`src/rtl/fetch_unit.sv`:
```
// Instruction fetch stage: owns the PC, drives the synchronous instruction ROM
// and presents one instruction word per cycle to the decoder. Supports stall,
// zero-bubble jump redirect, sticky halt on HALT_OPCODE and PC wrap-around.
module fetch_unit #(
  parameter int unsigned       ADDR_W      = 8,
  parameter int unsigned       INSTR_W     = 24,
  parameter logic [ADDR_W-1:0] RESET_PC    = '0,
  parameter logic [7:0]        HALT_OPCODE = 8'hFF
) (
  input  logic               clk,
  input  logic               rst_n,
  input  logic               stall,
  input  logic               jump_en,
  input  logic [ADDR_W-1:0]  jump_addr,
  output logic [ADDR_W-1:0]  rom_addr,
  output logic               rom_en,
  input  logic [INSTR_W-1:0] rom_data,
  output logic [INSTR_W-1:0] instr,
  output logic               instr_valid,
  output logic [ADDR_W-1:0]  pc_out,
  output logic               halted
);

  typedef enum logic [0:0] {StRun, StHalted} state_e;

  state_e            state_q, state_d;
  logic [ADDR_W-1:0] pc_q, pc_d;
  logic [ADDR_W-1:0] fetch_pc_q, fetch_pc_d;
  logic              pending_q, pending_d;
  logic              halt_hit;
  logic              take_jump;

  // Output decode and ROM request; the ROM holds its data while rom_en is low,
  // so the presented word stays stable across a stall without a local copy.
  always_comb begin
    instr_valid = pending_q && (state_q == StRun);
    instr       = instr_valid ? rom_data : '0;
    // A consumed HALT word ends fetching and overrides any jump in that cycle.
    halt_hit    = instr_valid && !stall && (rom_data[INSTR_W-1 -: 8] == HALT_OPCODE);
    take_jump   = jump_en && instr_valid && !stall && !halt_hit;
    rom_addr    = take_jump ? jump_addr : pc_q;
    rom_en      = rst_n && (state_q == StRun) && !stall;
    pc_out      = fetch_pc_q;
    halted      = (state_q == StHalted);
  end

  // Next-state: every issued fetch records its address and advances the PC
  // (wrapping naturally at 2^ADDR_W); otherwise everything holds.
  always_comb begin
    state_d    = state_q;
    pc_d       = pc_q;
    fetch_pc_d = fetch_pc_q;
    pending_d  = pending_q;
    if (rom_en) begin
      fetch_pc_d = rom_addr;
      pc_d       = rom_addr + ADDR_W'(1);
      pending_d  = 1'b1;
    end
    if (halt_hit) begin
      state_d = StHalted;
    end
  end

  // State registers; reset drops pending so any in-flight ROM data is ignored.
  always_ff @(posedge clk or negedge rst_n) begin
    if (!rst_n) begin
      state_q    <= StRun;
      pc_q       <= RESET_PC;
      fetch_pc_q <= RESET_PC;
      pending_q  <= 1'b0;
    end else begin
      state_q    <= state_d;
      pc_q       <= pc_d;
      fetch_pc_q <= fetch_pc_d;
      pending_q  <= pending_d;
    end
  end

endmodule

```
`config.mk`:
```
export PLATFORM = sky130hd
export DESIGN_NAME = fetch_unit
export DESIGN_NICKNAME = d
export VERILOG_FILES = /design/src/rtl/fetch_unit.sv
export SDC_FILE = /design/constraint.sdc
export NUM_CORES = 1
export LEC_CHECK = 0
export ABC_CLOCK_PERIOD_IN_PS = 2500
export CORE_MARGIN = 10
export CORE_UTILIZATION = 37
export CTS_BUF_LIST = sky130_fd_sc_hd__clkbuf_16
export DETAILED_ROUTE_END_ITERATION = 10
export PLACE_DENSITY = 0.79
export REMOVE_ABC_BUFFERS = 1
export SETUP_SLACK_MARGIN = 0.05
export SYNTH_ARGS = -nofsm -noshare
export SYNTH_HDL_FRONTEND = slang
export SYNTH_SLANG_ARGS = --single-unit
```
`constraint.sdc`:
```
create_clock -name clk -period 2.5 [get_ports clk]
set_input_delay 0.5 -clock clk [delete_from_list [all_inputs] [get_ports clk]]
set_output_delay 0.5 -clock clk [all_outputs]
set_load 0.05 [all_outputs]
```
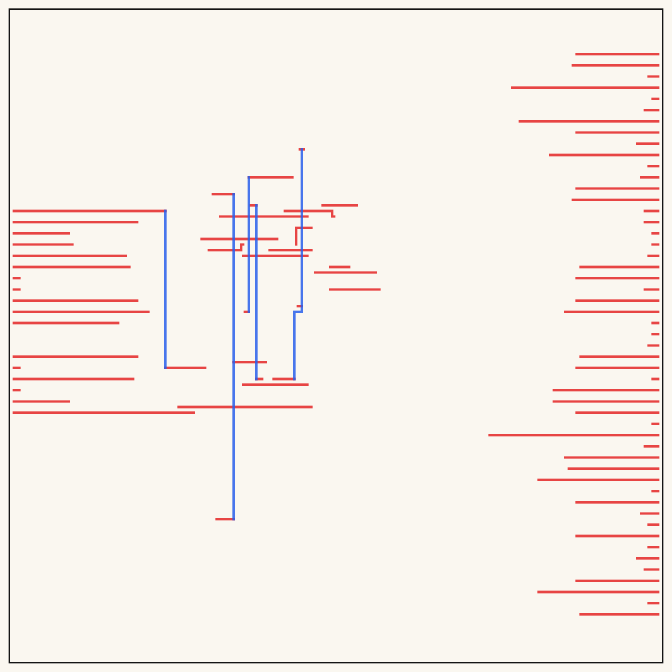
Run 1: wiring by layer
Only two layers are drawn.
| color | layer | wire length |
|---|---|---|
| red | M3 | 630 µm |
| blue | M4 | 125 µm |
drt total wl: 5330 µm
DR vias: 1,430
mean routed wirelength per cell: 20.0 µm

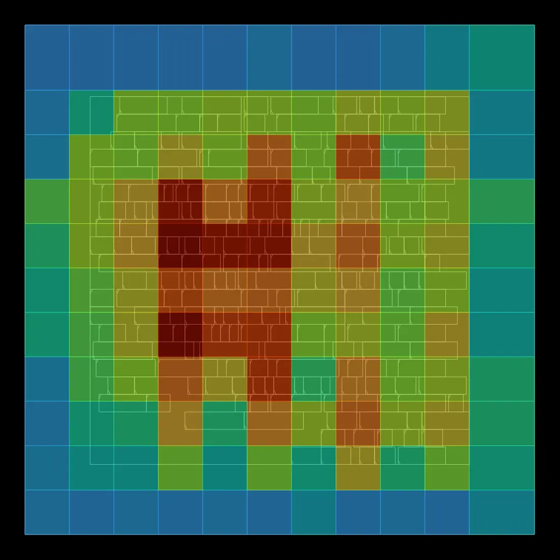
Run 1: track usage over the die
gr usage total: 16.3%
GR Util met3: 6.76%
Final Util: 77.9%

==> results.yml, run 1 <==
# implementation run metrics
outcome:
  outcome: "finished clean"
layout:
  drive_above_1_share_pct: 37.6
  antenna_cells: 0
critical_path:
  reg2reg_slack_ns: 0.27
  crit_family: "buffers and inverters"
  critPathArrivalTime_ns: 1.88
  worstSetupEndpointType: "output pin"
  crit_type: "primary input to output pin"
  crit_path_frequent_cell: "buf_4"
  cp-start-kind: "primary input"
  crit_path_max_fanout: 3
  max_stage_delay_ns: 0.33
timing:
  clock.fmax_ghz: 0.420
  drv_slew: 0
  fin_crit_ns: 2.38
  rsz0062_at_grt: "no"
  worst_slew_pin_slew_ns: 0.534
  slew_headroom_pct: 64.3
  finalClockPeriodUsage_pct: 95.3
  setup_viol: 0
  skew_ns: 0.00463
  whs_ns: 0.486
logic_synthesis:
  top_cells_by_area: "dfrtp_1, mux2_2, and2_1"
  ys_warn_count: 0
  ff_type: "dfrtp_1"
  synth-area-yosys_um2: 1290
  yosys-stat-cells: 131
  ys_top_cells_by_count: "and2_1, dfrtp_1, mux2_2"
  yosysTopAreaCell: "dfrtp_1"
  ys_seq_share_pct: 34.8
  edf_count: 0
clock_tree:
  numCtsBuffers: 3
  htreeDepth: 1
  path_clk_slew_ns: 0.05
  cts_hold_buf: 0
power_and_ir_drop:
  p_clk_share_pct: 15.5
  power_leader: "combinational cells"
  pwr-share-seq_pct: 23.3
  clk-power_uw: 320
  power_leakage_nw: 1.13
  comb_cell_power_mw: 1.26
  pg_seq_uw: 481
  power_density_nw_per_um2: 788
die:
  io_pins: 79
  chipHeight_um: 79.1
  core_area_um2: 3360
  fp-row-count: 21
  die_x_um: 79.1
  fp_util_pct: 38.5
route:
  wl_met2_um: 2380
  viasPerCell: 5.36
  first_iter_violations: 81
  drc_errors: 0
global_route:
  grt_util_met1_pct: 18.7
  grt_busiest_layer: "met2"
  antenna_found_initial: 0
  grt_pass1_vias: 1538
  grt_max_degree: 26
placement:
  placed_area_um2: 2470
  hpwlAfterDp_um: 4220
  io_buffers: 78
run:
  tool_warnings: 26
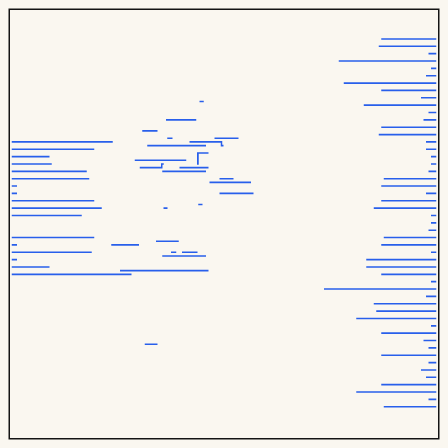
Run 1: metal 3
longest straight run: 21.8 µm
main direction: horizontal
wire length on this layer: 630 µm

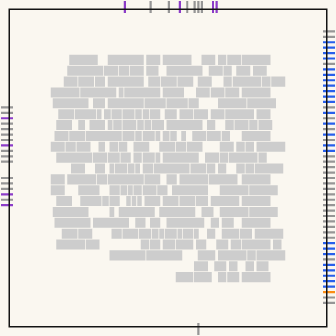
Run 1: I/O pins on the die edge
Pins as bars across the die edge, other pins in gray.
| color | port | pins | direction | edge |
|---|---|---|---|---|
| orange | instr_valid | 1 | output | right |
| blue | rom_data | 24 | input | right |
| purple | pc_out | 8 | output | 4 left, 4 top |
all pins by edge: 51 right, 17 left, 10 top, 1 bottom

-- run 1: final cells by class --
type,count,area [µm²]
Clock buffer,3,75.1
Fill cell,221,743
Inverter,5,18.8
Multi-Input combinational cell,100,806
Sequential cell,18,450
Tap cell,46,57.6
Timing Repair Buffer,95,1210
-- run 1: sequential cells by signal (all words and copies together), names as in the netlist --
register,count
pc_q,8
pending_q,1
halted,1
pc_out,8
-- run 1: repair_timing --
item | CTS | global route
pin swaps | 4 | 1
cloned | 1 | 0
setup buffers | 2 | 0
gates resized | 18 | 8
endpoints found under the setup margin | 11 | 11
hold endpoints to repair | 0 | 0
-- run 1: cells by family (layout without fill, tap and decap cells) --
logic type / after synthesis / in the layout / share of synthesized area (%)
mux: 18 / 18 / 16.2
buf+inv: 13 / 103 / 5.61
xor+xnor: 4 / 4 / 2.71
flops: 18 / 18 / 34.8
simple gates: 58 / 58 / 27.6
compound gates: 19 / 19 / 12.2
fa+ha+maj: 1 / 1 / 0.967
-- run 1: path summary, 6_finish.rpt --
path,start,endpoint,depth (start not counted)
max,rom_data[16],rom_addr[1],6
min,pending_q,pending_q,1
max reg2reg,halted,pc_q[6],8
min reg2reg,pending_q,pending_q,1
max in group asynchronous,rst_n,pending_q,2
min in group asynchronous,rst_n,pc_q[4],2
-- run 1: worst register-to-register path: cells and delay by family (launching register included) --
kind                     cells  cell delay [ns]
flip-flops                   1             0.41
AND-OR/OR-AND                2             0.32
buffers and inverters        1             0.17
AND/OR/NAND/NOR              3             0.80
adder cells (fa/ha/maj)      1             0.16
multiplexers                 1             0.26
-- run 1: per-stage QoR --
step,setup WS [ns],setup TNS [ns]
final,0.118,0
after global routing,0.0635,0
after CTS,0.0397,0
after floorplan,-1.39,-34.20
after detailed placement,-0.226,-1.92
after global placement,-0.178,-1.66
Run 1, nets reached from selected ports:
The bar under the picture is 20 µm long.
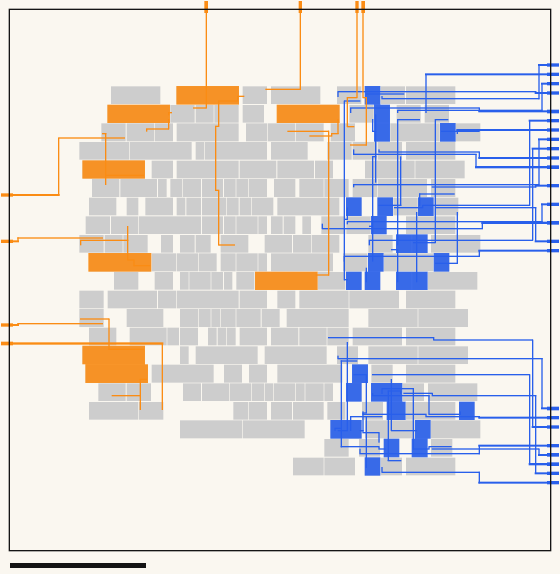

--- run 2 (diff from run 1) ---
Settings changed: CORE_UTILIZATION 37 to 36, PLACE_DENSITY 0.79 to 0.77.
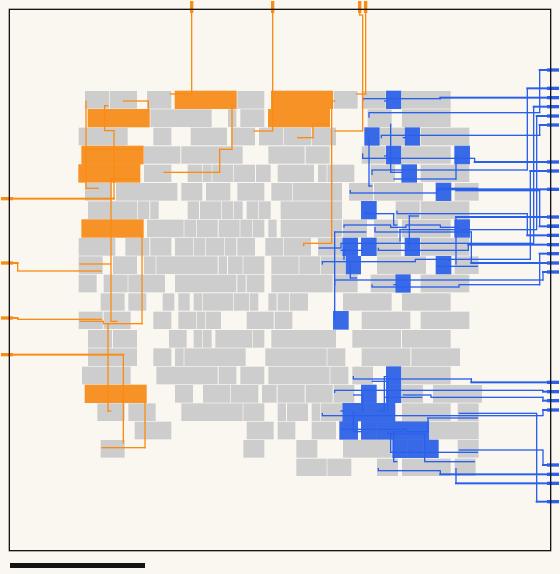
Run 2: nets reached from selected ports
The bar under the picture is 20 µm long.
| color | port | bits | direction | end cells | buffers | wire |
|---|---|---|---|---|---|---|
| blue | rom_data | 24 | input | 26 | 24 | 905 µm |
| orange | pc_out | 8 | output | 8 | 8 | 321 µm |

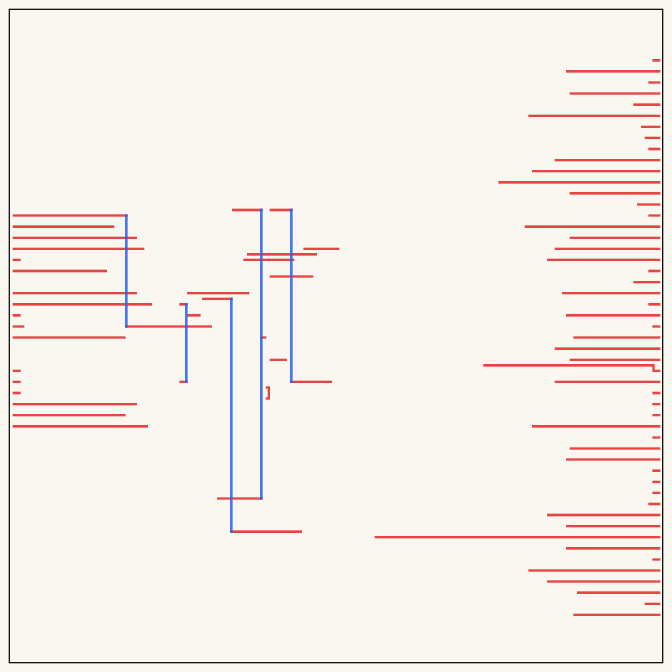
Run 2: wiring by layer
Only two layers are drawn.
gr usage total: 15.9%
DR vias: 1,429
mean routed wirelength per cell: 19.7 µm

==> run 2 against run 1 <==
Combinational power hardly changed; flip-flop count stayed put; final area up 1.1%; via count about the same; worst setup slack worse by 0.024 ns; count of clock-buffer cells in the layout unchanged; cell count up 0.75%; hold slack improved by 0.017 ns; largest cell class unchanged; largest power group unchanged; highest routed layer unchanged.
==> results.yml, run 2 <==
# implementation run metrics
outcome:
  outcome: "finished clean"
route:
  finalWirelength_um: 5290
  drtAntennaViolNets: 0
  first_iter_violations: 52
  drc_errors: 0
  viasPerCell: 5.31
timing:
  skew_ns: 0.00162
  fin_crit_ns: 2.41
  worst_slew_pin_slew_ns: 0.522
  whs_ns: 0.503
  finalClockPeriodUsage_pct: 96.3
  rsz0062_at_grt: "no"
  clock.fmax_ghz: 0.416
  tns_ns: 0
  setup_viol: 0
  slew_headroom_pct: 65.1
  drv_slew: 0
  finalWorstSetupSlack_ns: 0.0935
placement:
  dp_cells: 260
  hpwlAfterDp_um: 4170
  placed_area_um2: 2470
  gp_congestion: 0.887
  place_ws_ns: -0.239
  io_buffers: 78
logic_synthesis:
  ys_warn_count: 0
  syn_area_um2: 1290
  yosys-stat-cells: 131
  ys_seq_share_pct: 34.8
  yosysTopAreaCell: "dfrtp_1"
  ff_type: "dfrtp_1"
  top_cells_by_area: "dfrtp_1, mux2_2, and2_1"
  ys_top_cells_by_count: "and2_1, dfrtp_1, mux2_2"
  synth-area-yosys_um2: 1290
  syn_avg_cell_area_um2: 9.88
  edf_count: 0
  ys_types: 39
  ys_ff: 18
clock_tree:
  cts_tree: "done"
  clock_path_buffers: 2
  htreeDepth: 1
  post_cts_buffers: 4
  insertion_delay_ns: 0.25
  cts_hold_buf: 0
  path_clk_slew_ns: 0.05
  root_buffer: "clkbuf_16"
  cts_resized: 24
  numCtsBuffers: 3
die:
  chipHeight_um: 79.9
  fp-row-count: 21
  io_pins: 79
  die_x_um: 79.9
  fp_util_pct: 37.9
  die_area_um2: 6390
  core_area_um2: 3420
critical_path:
  max_stage_delay_ns: 0.48
  critPathArrivalTime_ns: 2.60
  reg2reg_depth: 9
  slowest_stage: "clkdlybuf4s50_1"
  worstSetupEndpointType: "flip-flop"
  required_ns: 2.70
  crit_path_max_fanout: 4
  cp-start-kind: "primary input"
  crit_type: "primary input to flip-flop"
  crit_chain: "clkdlybuf4s50_1 > buf_4 > o2111ai_4 > buf_6 > mux2_2 > ha_1 > inv_1 > or3_1 > a21oi_2 > a211o_1"
layout:
  antenna_cells: 0
  lay_top_count: "clkdlybuf4s50_1"
  comb_area_um2: 817
  design_area_um2: 2650
  fillCellCount: 217
  regArea_um2: 450
  drive_above_1_share_pct: 36.8
  fin_util_pct: 77.5
hold_path:
  hold_path_class: "flip-flop to flip-flop"
  min_path_cells: 1
global_route:
  overflow: 0
  grt_pass1_vias: 1522
  antenna_found_initial: 0
  grt_max_degree: 26
run:
  drv_cap: 0
  tool_warnings: 25
power_and_ir_drop:
  finalPower_mw: 2.07
  power_leakage_nw: 1.13
  power_density_nw_per_um2: 782
-- run 2: cell counts after synthesis --
Identical to the previous run, type by type.
-- run 2: path summary, 6_finish.rpt --
| check | end | slack (ns) | from |
|---|---|---|---|
| setup / recovery | pc_q[2] | 0.09 | jump_en |
| hold / removal | pc_out[2] | 0.50 | pc_out[2] |
| setup reg to reg | pc_q[2] | 0.27 | halted |
| hold reg to reg | pc_out[2] | 0.50 | pc_out[2] |
| max in group asynchronous | pc_q[0] | 1.66 | rst_n |
| min in group asynchronous | pc_q[1] | 0.64 | rst_n |
-- run 2: power by group --
group / switching, mW / internal (mW) / total, mW
registers: 0.0937 / 0.389 / 0.483
clock network: 0.118 / 0.213 / 0.332
logic: 0.695 / 0.560 / 1.26
-- run 2: worst max-delay path: cells and delay by family --
kind | cells | cell delay (ns)
adder cells (fa/ha/maj) | 1 | 0.18
buffers and inverters | 4 | 0.85
AND-OR/OR-AND | 3 | 0.44
multiplexers | 1 | 0.22
AND/OR/NAND/NOR | 1 | 0.40
-- run 2: cells by family after synthesis --
family,after synthesis,synth area share (%)
flops,18,34.8
mux,18,16.2
compound gates,19,12.2
simple gates,58,27.6
buf+inv,13,5.61
fa+ha+maj,1,0.967
xor+xnor,4,2.71
-- run 2: routing by layer --
layer	up-vias	share of wire, %	global-route usage (%)	wire (µm)
li1	654	-	-	-
met1	668	42	18.2	2220
met2	96	44	25.7	2300
met3	11	13	7.09	665
met4	0	2.0	5.46	108
met5	-	0	0	0
-- run 2: final cells by class --
type | count | share of cell area, %
Timing Repair Buffer | 96 | 46.3
Multi-Input combinational cell | 100 | 30.8
Inverter | 5 | 0.709
Clock buffer | 3 | 2.83
Sequential cell | 18 | 17.0
Clock inverter | 1 | 0.142
Tap cell | 46 | 2.17
--- run 3 (diff from run 2) ---
Settings changed: CTS_CLUSTER_SIZE from default to 40, SETUP_SLACK_MARGIN 0.05 to 0.02, TNS_END_PERCENT from default to 5.
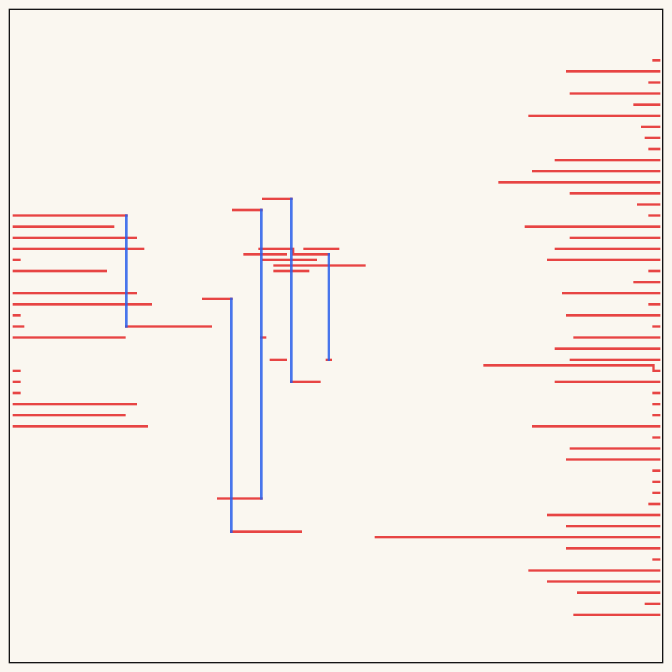
Run 3: wiring by layer
Only two layers are drawn.
mean routed wirelength per cell: 19.7 µm
drt total wl: 5270 µm
gr usage total: 15.9%
DR vias: 1,419

==> run 3 against run 2 <==
Synthesized area unchanged; power decreased by 0.12%; flip-flop count unchanged; global-route usage about the same; clock skew about the same; maximum frequency decreased by 1.4%; wire length decreased by 0.49%; sequential share of layout area increased by 0.11 points; combinational power about the same; synthesized cell count unchanged; largest power group unchanged; highest routed layer unchanged.
==> results.yml, run 3 <==
# implementation run metrics
logic_synthesis:
  ys_top_cells_by_count: "and2_1, dfrtp_1, mux2_2"
  top_cells_by_area: "dfrtp_1, mux2_2, and2_1"
  edf_count: 0
  ys_ff: 18
  yosysTopAreaCell: "dfrtp_1"
  syn_avg_cell_area_um2: 9.88
  ff_type: "dfrtp_1"
  syn_area_um2: 1290
  synth-area-yosys_um2: 1290
  ys_types: 39
die:
  fp-row-count: 21
  fp_util_pct: 37.9
  io_pins: 79
  die_area_um2: 6390
  core_area_um2: 3420
critical_path:
  slowest_stage: "clkdlybuf4s50_1"
  cp-start-kind: "primary input"
  cp.depth: 6
  reg2reg_slack_ns: 0.19
  critPathArrivalTime_ns: 1.94
  worstSetupEndpointType: "output pin"
  crit_type: "primary input to output pin"
  critPathBufInv: 4
  reg2reg_depth: 9
  crit_path_frequent_cell: "buf_4"
  crit_chain: "clkdlybuf4s50_1 > inv_2 > o2111a_1 > mux2_4 > buf_4 > buf_4"
  crit_path_max_fanout: 3
  crit_family: "buffers and inverters"
placement:
  hpwlAfterDp_um: 4170
  gp_congestion: 0.887
  dp_cells: 260
  place_ws_ns: -0.239
  placed_area_um2: 2470
global_route:
  overflow: 0
  grt_pass1_vias: 1519
  grt_max_degree: 26
route:
  drtAntennaViolNets: 0
  first_iter_violations: 55
  drc_errors: 0
clock_tree:
  path_clk_slew_ns: 0.05
  root_buffer: "clkbuf_16"
  htreeDepth: 1
  insertion_delay_ns: 0.25
  clock_path_buffers: 2
  numCtsBuffers: 3
timing:
  worst_slew_pin_slew_ns: 0.522
  finalWorstSetupSlack_ns: 0.0582
  clock.fmax_ghz: 0.410
  slew_headroom_pct: 65.1
  setup_viol: 0
  whs_ns: 0.499
  drv_slew: 0
  tns_ns: 0
  rsz0062_at_grt: "yes"
  finalClockPeriodUsage_pct: 97.7
  skew_ns: 0.00159
  fin_crit_ns: 2.44
power_and_ir_drop:
  swShare_pct: 43.8
  power_leader: "combinational cells"
  power_density_nw_per_um2: 785
  comb_cell_power_mw: 1.25
  pg_seq_uw: 483
  finalPower_mw: 2.07
  clk-power_uw: 332
  p_int_mw: 1.16
  p_clk_share_pct: 16.0
  power_leakage_nw: 1.12
  p_switching_uw: 906
outcome:
  outcome: "finished clean"
layout:
  design_area_um2: 2630
  fin_util_pct: 77.1
  antenna_cells: 0
  layout_top_cells: "clkdlybuf4s50_1, buf_12, and2_1"
  drive_above_1_share_pct: 36.0
run:
  drv_cap: 0
  tool_warnings: 26
hold_path:
  hold_path_class: "flip-flop to flip-flop"
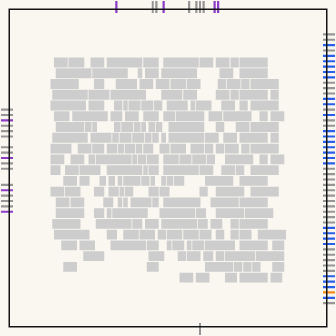
Run 3: I/O pins on the die edge
Pins as bars across the die edge, other pins in gray.
Die W: 79.9 µm
Die H: 79.9 µm
Port Buffer Count: 78

-- run 3: cell types whose count changed in the layout (fill, tap and decap cells not counted) --
cell | previous run | this run
buf_6 | 6 | 5
clkdlybuf4s50_1 | 35 | 36
nor2b_2 | 1 | 0
nor2b_1 | 0 | 1
dlymetal6s2s_1 | 1 | 0
-- run 3: worst register-to-register path: stages (launching register included) --
cell       delay (ns)
dfrtp_1          0.41
nor2b_1          0.30
o2111ai_4        0.20
buf_4            0.18
mux2_2           0.22
ha_1             0.18
inv_1            0.09
or3_1            0.39
a21oi_2          0.18
a211o_1          0.11
-- run 3: worst paths after layout --
path                            from     endpoint
max                            stall  rom_addr[1]
min                        pending_q    pending_q
max reg2reg                   halted      pc_q[2]
min reg2reg                pending_q    pending_q
max in group asynchronous      rst_n      pc_q[0]
min in group asynchronous      rst_n      pc_q[1]
-- run 3: logic make-up after synthesis --
kind of cell	Yosys count	share of synthesized area, %
and+or+nand+nor	58	27.6
AOI/OAI and AO/OA	19	12.2
muxes	18	16.2
DFF	18	34.8
buffers and inverters	13	5.61
xor gates and xnor gates	4	2.71
adders and majority gates	1	0.967
-- run 3: routing by layer --
metal | vias to the layer above | track usage [%] | wire [µm]
met4 | 0 | 5.46 | 112
met3 | 11 | 7.09 | 669
met1 | 666 | 18.2 | 2200
met2 | 91 | 25.6 | 2290
met5 | - | 0 | 0
li1 | 651 | - | -
-- run 3: repair_timing --
item	CTS	global route
pin swaps	4	0
cloned	1	0
setup buffers	3	0
gates resized	23	2
hold endpoints to repair	0	0
endpoints found under the setup margin	10	2
-- run 3: layout make-up --
class / instances / area (µm²)
repair buffers: 95 / 1210
multi-input cells: 100 / 815
fillers: 217 / 783
flip-flops and latches: 18 / 450
clock buffers: 3 / 75.1
well taps: 46 / 57.6
inverters: 5 / 18.8
clock inverters: 1 / 3.75
Power figures rest on the tool's default switching activity, not on a simulated workload.
